==> src/rtl/dequant_stream.sv <==
`default_nettype none
// ============================================================================
// Module   : dequant_stream
// Purpose  : Streaming dequantizer. Computes
//                dout = sat(round((din * scale) >>> shift))
//            It uses a runtime scale and shift, a valid/ready handshake with
//            backpressure, a two-stage pipeline and burst tracking.
//            Scale and shift are sampled on the first beat of each burst and
//            held for the rest of it.
// Ports    : clk_i        - clock, rising edge
//            rstn_i       - asynchronous active-low reset
//            cfg_scale_i  - signed scale, sampled on beat 0 of a burst
//            cfg_shift_i  - right-shift amount, sampled with cfg_scale_i
//            din_i        - signed quantized input
//            valid_i      - input valid
//            ready_o      - input ready (low only while the output is stalled)
//            dout_o       - signed, saturated dequantized output
//            valid_o      - output valid
//            ready_i      - downstream ready
//            sat_o        - dout_o was clipped
//            last_o       - dout_o is the final beat of its burst
//            done_o       - one-cycle pulse after a last beat hands off
// Revision : 1.0 - initial release
// ============================================================================
module dequant_stream #(
    parameter int DIN_W     = 32,
    parameter int SCALE_W   = 16,
    parameter int SHIFT_W   = 6,
    parameter int DOUT_W    = 32,
    parameter int BURST_LEN = 8
) (
    input  logic               clk_i,
    input  logic               rstn_i,
    input  logic [SCALE_W-1:0] cfg_scale_i,
    input  logic [SHIFT_W-1:0] cfg_shift_i,
    input  logic [DIN_W-1:0]   din_i,
    input  logic               valid_i,
    output logic               ready_o,
    output logic [DOUT_W-1:0]  dout_o,
    output logic               valid_o,
    input  logic               ready_i,
    output logic               sat_o,
    output logic               last_o,
    output logic               done_o
);

    localparam int P     = DIN_W + SCALE_W;
    localparam int CNT_W = (BURST_LEN > 1) ? $clog2(BURST_LEN) : 1;
    localparam logic [CNT_W-1:0] LAST_CNT = CNT_W'(BURST_LEN - 1);
    localparam logic [P:0]       RND_ONE  = (P+1)'(1);
    localparam logic [31:0]      MAX_SHIFT = 32'(P - 1);
    localparam logic [DOUT_W-1:0] DOUT_MAX = {1'b0, {(DOUT_W-1){1'b1}}};
    localparam logic [DOUT_W-1:0] DOUT_MIN = {1'b1, {(DOUT_W-1){1'b0}}};

    // Burst tracking and latched configuration
    logic [CNT_W-1:0]   in_cnt_q, in_cnt_d;
    logic [SCALE_W-1:0] scale_q, scale_d;
    logic [SHIFT_W-1:0] shift_q, shift_d;

    // Stage 1: product
    logic               s1_valid_q, s1_valid_d;
    logic [P-1:0]       s1_prod_q, s1_prod_d;
    logic [SHIFT_W-1:0] s1_shift_q, s1_shift_d;
    logic               s1_last_q, s1_last_d;

    // Stage 2: rounded and saturated output
    logic               out_valid_q, out_valid_d;
    logic [DOUT_W-1:0]  dout_q, dout_d;
    logic               sat_q, sat_d;
    logic               last_q, last_d;
    logic               done_q, done_d;

    // Handshake
    logic stall;
    logic advance;
    logic accept;
    logic first_beat;
    logic is_last;

    assign stall      = out_valid_q && !ready_i;
    assign advance    = !stall;
    assign accept     = valid_i && advance;
    assign first_beat = (in_cnt_q == '0);
    assign is_last    = (in_cnt_q == LAST_CNT);

    // Stage-1 arithmetic. Both operands are sign-extended to P bits so the
    // low P bits of the product are the exact signed result.
    logic [SCALE_W-1:0] eff_scale;
    logic [SHIFT_W-1:0] eff_shift;
    logic signed [P-1:0] din_ext;
    logic signed [P-1:0] scale_ext;
    logic signed [P-1:0] prod;

    assign eff_scale = first_beat ? cfg_scale_i : scale_q;
    assign eff_shift = first_beat ? cfg_shift_i : shift_q;
    assign din_ext   = $signed({{SCALE_W{din_i[DIN_W-1]}}, din_i});
    assign scale_ext = $signed({{DIN_W{eff_scale[SCALE_W-1]}}, eff_scale});
    assign prod      = din_ext * scale_ext;

    // Stage-2 arithmetic. The rounding add is one bit wider than the product,
    // so the largest product plus the half-LSB term cannot wrap.
    logic [31:0]         shift_amt;
    logic [P:0]          rnd;
    logic signed [P:0]   sum;
    logic signed [P:0]   r;
    logic                pos_ovf;
    logic                neg_ovf;
    logic [DOUT_W-1:0]   dout_sat;
    logic                sat_w;

    always_comb begin
        shift_amt = 32'(s1_shift_q);
        if (shift_amt > MAX_SHIFT) begin
            shift_amt = MAX_SHIFT;
        end
        rnd = '0;
        if (shift_amt != 32'd0) begin
            rnd = RND_ONE << (shift_amt - 32'd1);
        end
        sum = $signed({s1_prod_q[P-1], s1_prod_q}) + $signed(rnd);
        r   = sum >>> shift_amt;

        // Out of range when the bits above the output sign bit are not
        // all copies of the overall sign.
        pos_ovf = !r[P] && (|r[P:DOUT_W-1]);
        neg_ovf =  r[P] && !(&r[P:DOUT_W-1]);

        dout_sat = r[DOUT_W-1:0];
        sat_w    = 1'b0;
        if (pos_ovf) begin
            dout_sat = DOUT_MAX;
            sat_w    = 1'b1;
        end else if (neg_ovf) begin
            dout_sat = DOUT_MIN;
            sat_w    = 1'b1;
        end
    end

    // Next-state logic
    always_comb begin
        in_cnt_d    = in_cnt_q;
        scale_d     = scale_q;
        shift_d     = shift_q;
        s1_valid_d  = s1_valid_q;
        s1_prod_d   = s1_prod_q;
        s1_shift_d  = s1_shift_q;
        s1_last_d   = s1_last_q;
        out_valid_d = out_valid_q;
        dout_d      = dout_q;
        sat_d       = sat_q;
        last_d      = last_q;
        done_d      = out_valid_q && ready_i && last_q;

        if (accept) begin
            in_cnt_d   = is_last ? '0 : in_cnt_q + CNT_W'(1);
            if (first_beat) begin
                scale_d = cfg_scale_i;
                shift_d = cfg_shift_i;
            end
            s1_prod_d  = prod;
            s1_shift_d = eff_shift;
            s1_last_d  = is_last;
        end

        // Both stages move together; a stall freezes everything.
        if (advance) begin
            s1_valid_d  = accept;
            out_valid_d = s1_valid_q;
            if (s1_valid_q) begin
                dout_d = dout_sat;
                sat_d  = sat_w;
                last_d = s1_last_q;
            end else begin
                sat_d  = 1'b0;
                last_d = 1'b0;
            end
        end
    end

    always_ff @(posedge clk_i or negedge rstn_i) begin
        if (!rstn_i) begin
            in_cnt_q    <= '0;
            scale_q     <= '0;
            shift_q     <= '0;
            s1_valid_q  <= 1'b0;
            s1_prod_q   <= '0;
            s1_shift_q  <= '0;
            s1_last_q   <= 1'b0;
            out_valid_q <= 1'b0;
            dout_q      <= '0;
            sat_q       <= 1'b0;
            last_q      <= 1'b0;
            done_q      <= 1'b0;
        end else begin
            in_cnt_q    <= in_cnt_d;
            scale_q     <= scale_d;
            shift_q     <= shift_d;
            s1_valid_q  <= s1_valid_d;
            s1_prod_q   <= s1_prod_d;
            s1_shift_q  <= s1_shift_d;
            s1_last_q   <= s1_last_d;
            out_valid_q <= out_valid_d;
            dout_q      <= dout_d;
            sat_q       <= sat_d;
            last_q      <= last_d;
            done_q      <= done_d;
        end
    end

    assign ready_o = advance;
    assign dout_o  = dout_q;
    assign valid_o = out_valid_q;
    assign sat_o   = sat_q;
    assign last_o  = last_q;
    assign done_o  = done_q;

endmodule
`default_nettype wire
==> config.mk <==
export PLATFORM = sky130hd
export DESIGN_NAME = dequant_stream
export DESIGN_NICKNAME = d
export VERILOG_FILES = /design/src/rtl/dequant_stream.sv
export SDC_FILE = /design/constraint.sdc
export NUM_CORES = 2
export LEC_CHECK = 0
export ABC_AREA = 1
export ABC_CLOCK_PERIOD_IN_PS = 15400
export CAP_MARGIN = 20
export CORE_AREA = 2 2 225 227
export DETAILED_ROUTE_END_ITERATION = 10
export DIE_AREA = 0 0 227 229
export PLACE_DENSITY_LB_ADDON = 0.08
export SYNTH_ARGS = -nofsm -noshare
export SYNTH_HDL_FRONTEND = slang
export SYNTH_SLANG_ARGS = --single-unit
export TNS_END_PERCENT = 10
==> constraint.sdc <==
create_clock -name clk_i -period 15.4 [get_ports clk_i]
set_input_delay 1.54 -clock clk_i [delete_from_list [all_inputs] [get_ports clk_i]]
set_output_delay 1.54 -clock clk_i [all_outputs]
set_load 0.02 [all_outputs]
### Signal wires on met3

Scale bar: 50 um.
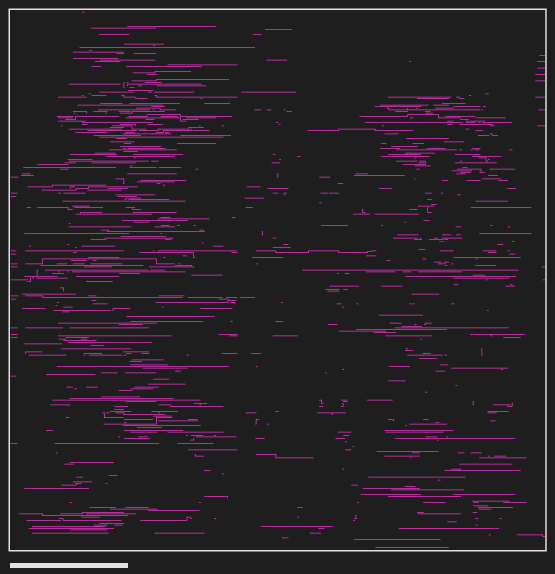
main direction	horizontal
wire length on this layer	7130 um
nets with wire on the layer	407
longest straight run	91.5 um
Vias: 27360
met3 Use GR: 5.067%
Routed WL: 95950 um

### The metal 1 layer

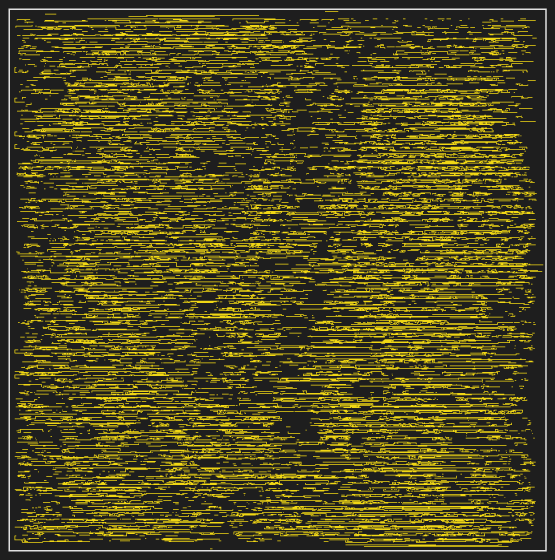
longest straight run	63.0 um
nets with wire on the layer	4611
main direction	horizontal
met1 Use GR: 49.11%

==> flow_summary.ini <==
; yosys + openroad results
[clock_network]
post_cts_resized = 0
cts_tree = done
path_clk_slew_ns = 0.08

[worst_setup_path]
reg2reg_slack_ns = 6.62
endpoint_kind = flop
arrival_ns = 9.10
cp_max_fo = 26

[sta]
finalClockSkew_ns = 0.01474
rsz0062_at_grt = false

[routing]
wl_met3_um = 7132
first_pass_iters = 5
drt-met1-wl_um = 37770

[global_route]
overflow = 0

[synth]
netlist.area_leader.share_pct = 33.17
synthAdderAreaFrac_pct = 40.27
xor_area_share_pct = 2.286
synthSimpleGateAreaFrac_pct = 28.45
synthFlopType = dfrtp_1

[finish]
mi_logic_area_um2 = 22800
final_area_um2 = 31180
flop_area_um2 = 2778

[run_status]
status = finished clean
how the worst min path moves through the flow:
stage / startpoint / to / slack (ns) / cells after the start
global placement: s1_valid_q / valid_o / 0.45 / 2
floorplan: s1_valid_q / valid_o / 0.43 / 2
detailed placement: s1_valid_q / valid_o / 0.46 / 2
global route: scale_q[11] / scale_q[11] / 0.50 / 2
finish: dout_o[2] / dout_o[2] / 0.48 / 2
CTS: s1_valid_q / valid_o / 0.48 / 2
registers in the layout, indices dropped and copies added, names as in the netlist, 3 cells and up:
| signal | flops |
|---|---|
| s1_prod_q | 48 |
| dout_o | 32 |
| scale_q | 16 |
| s1_shift_q | 6 |
| in_cnt_q | 3 |
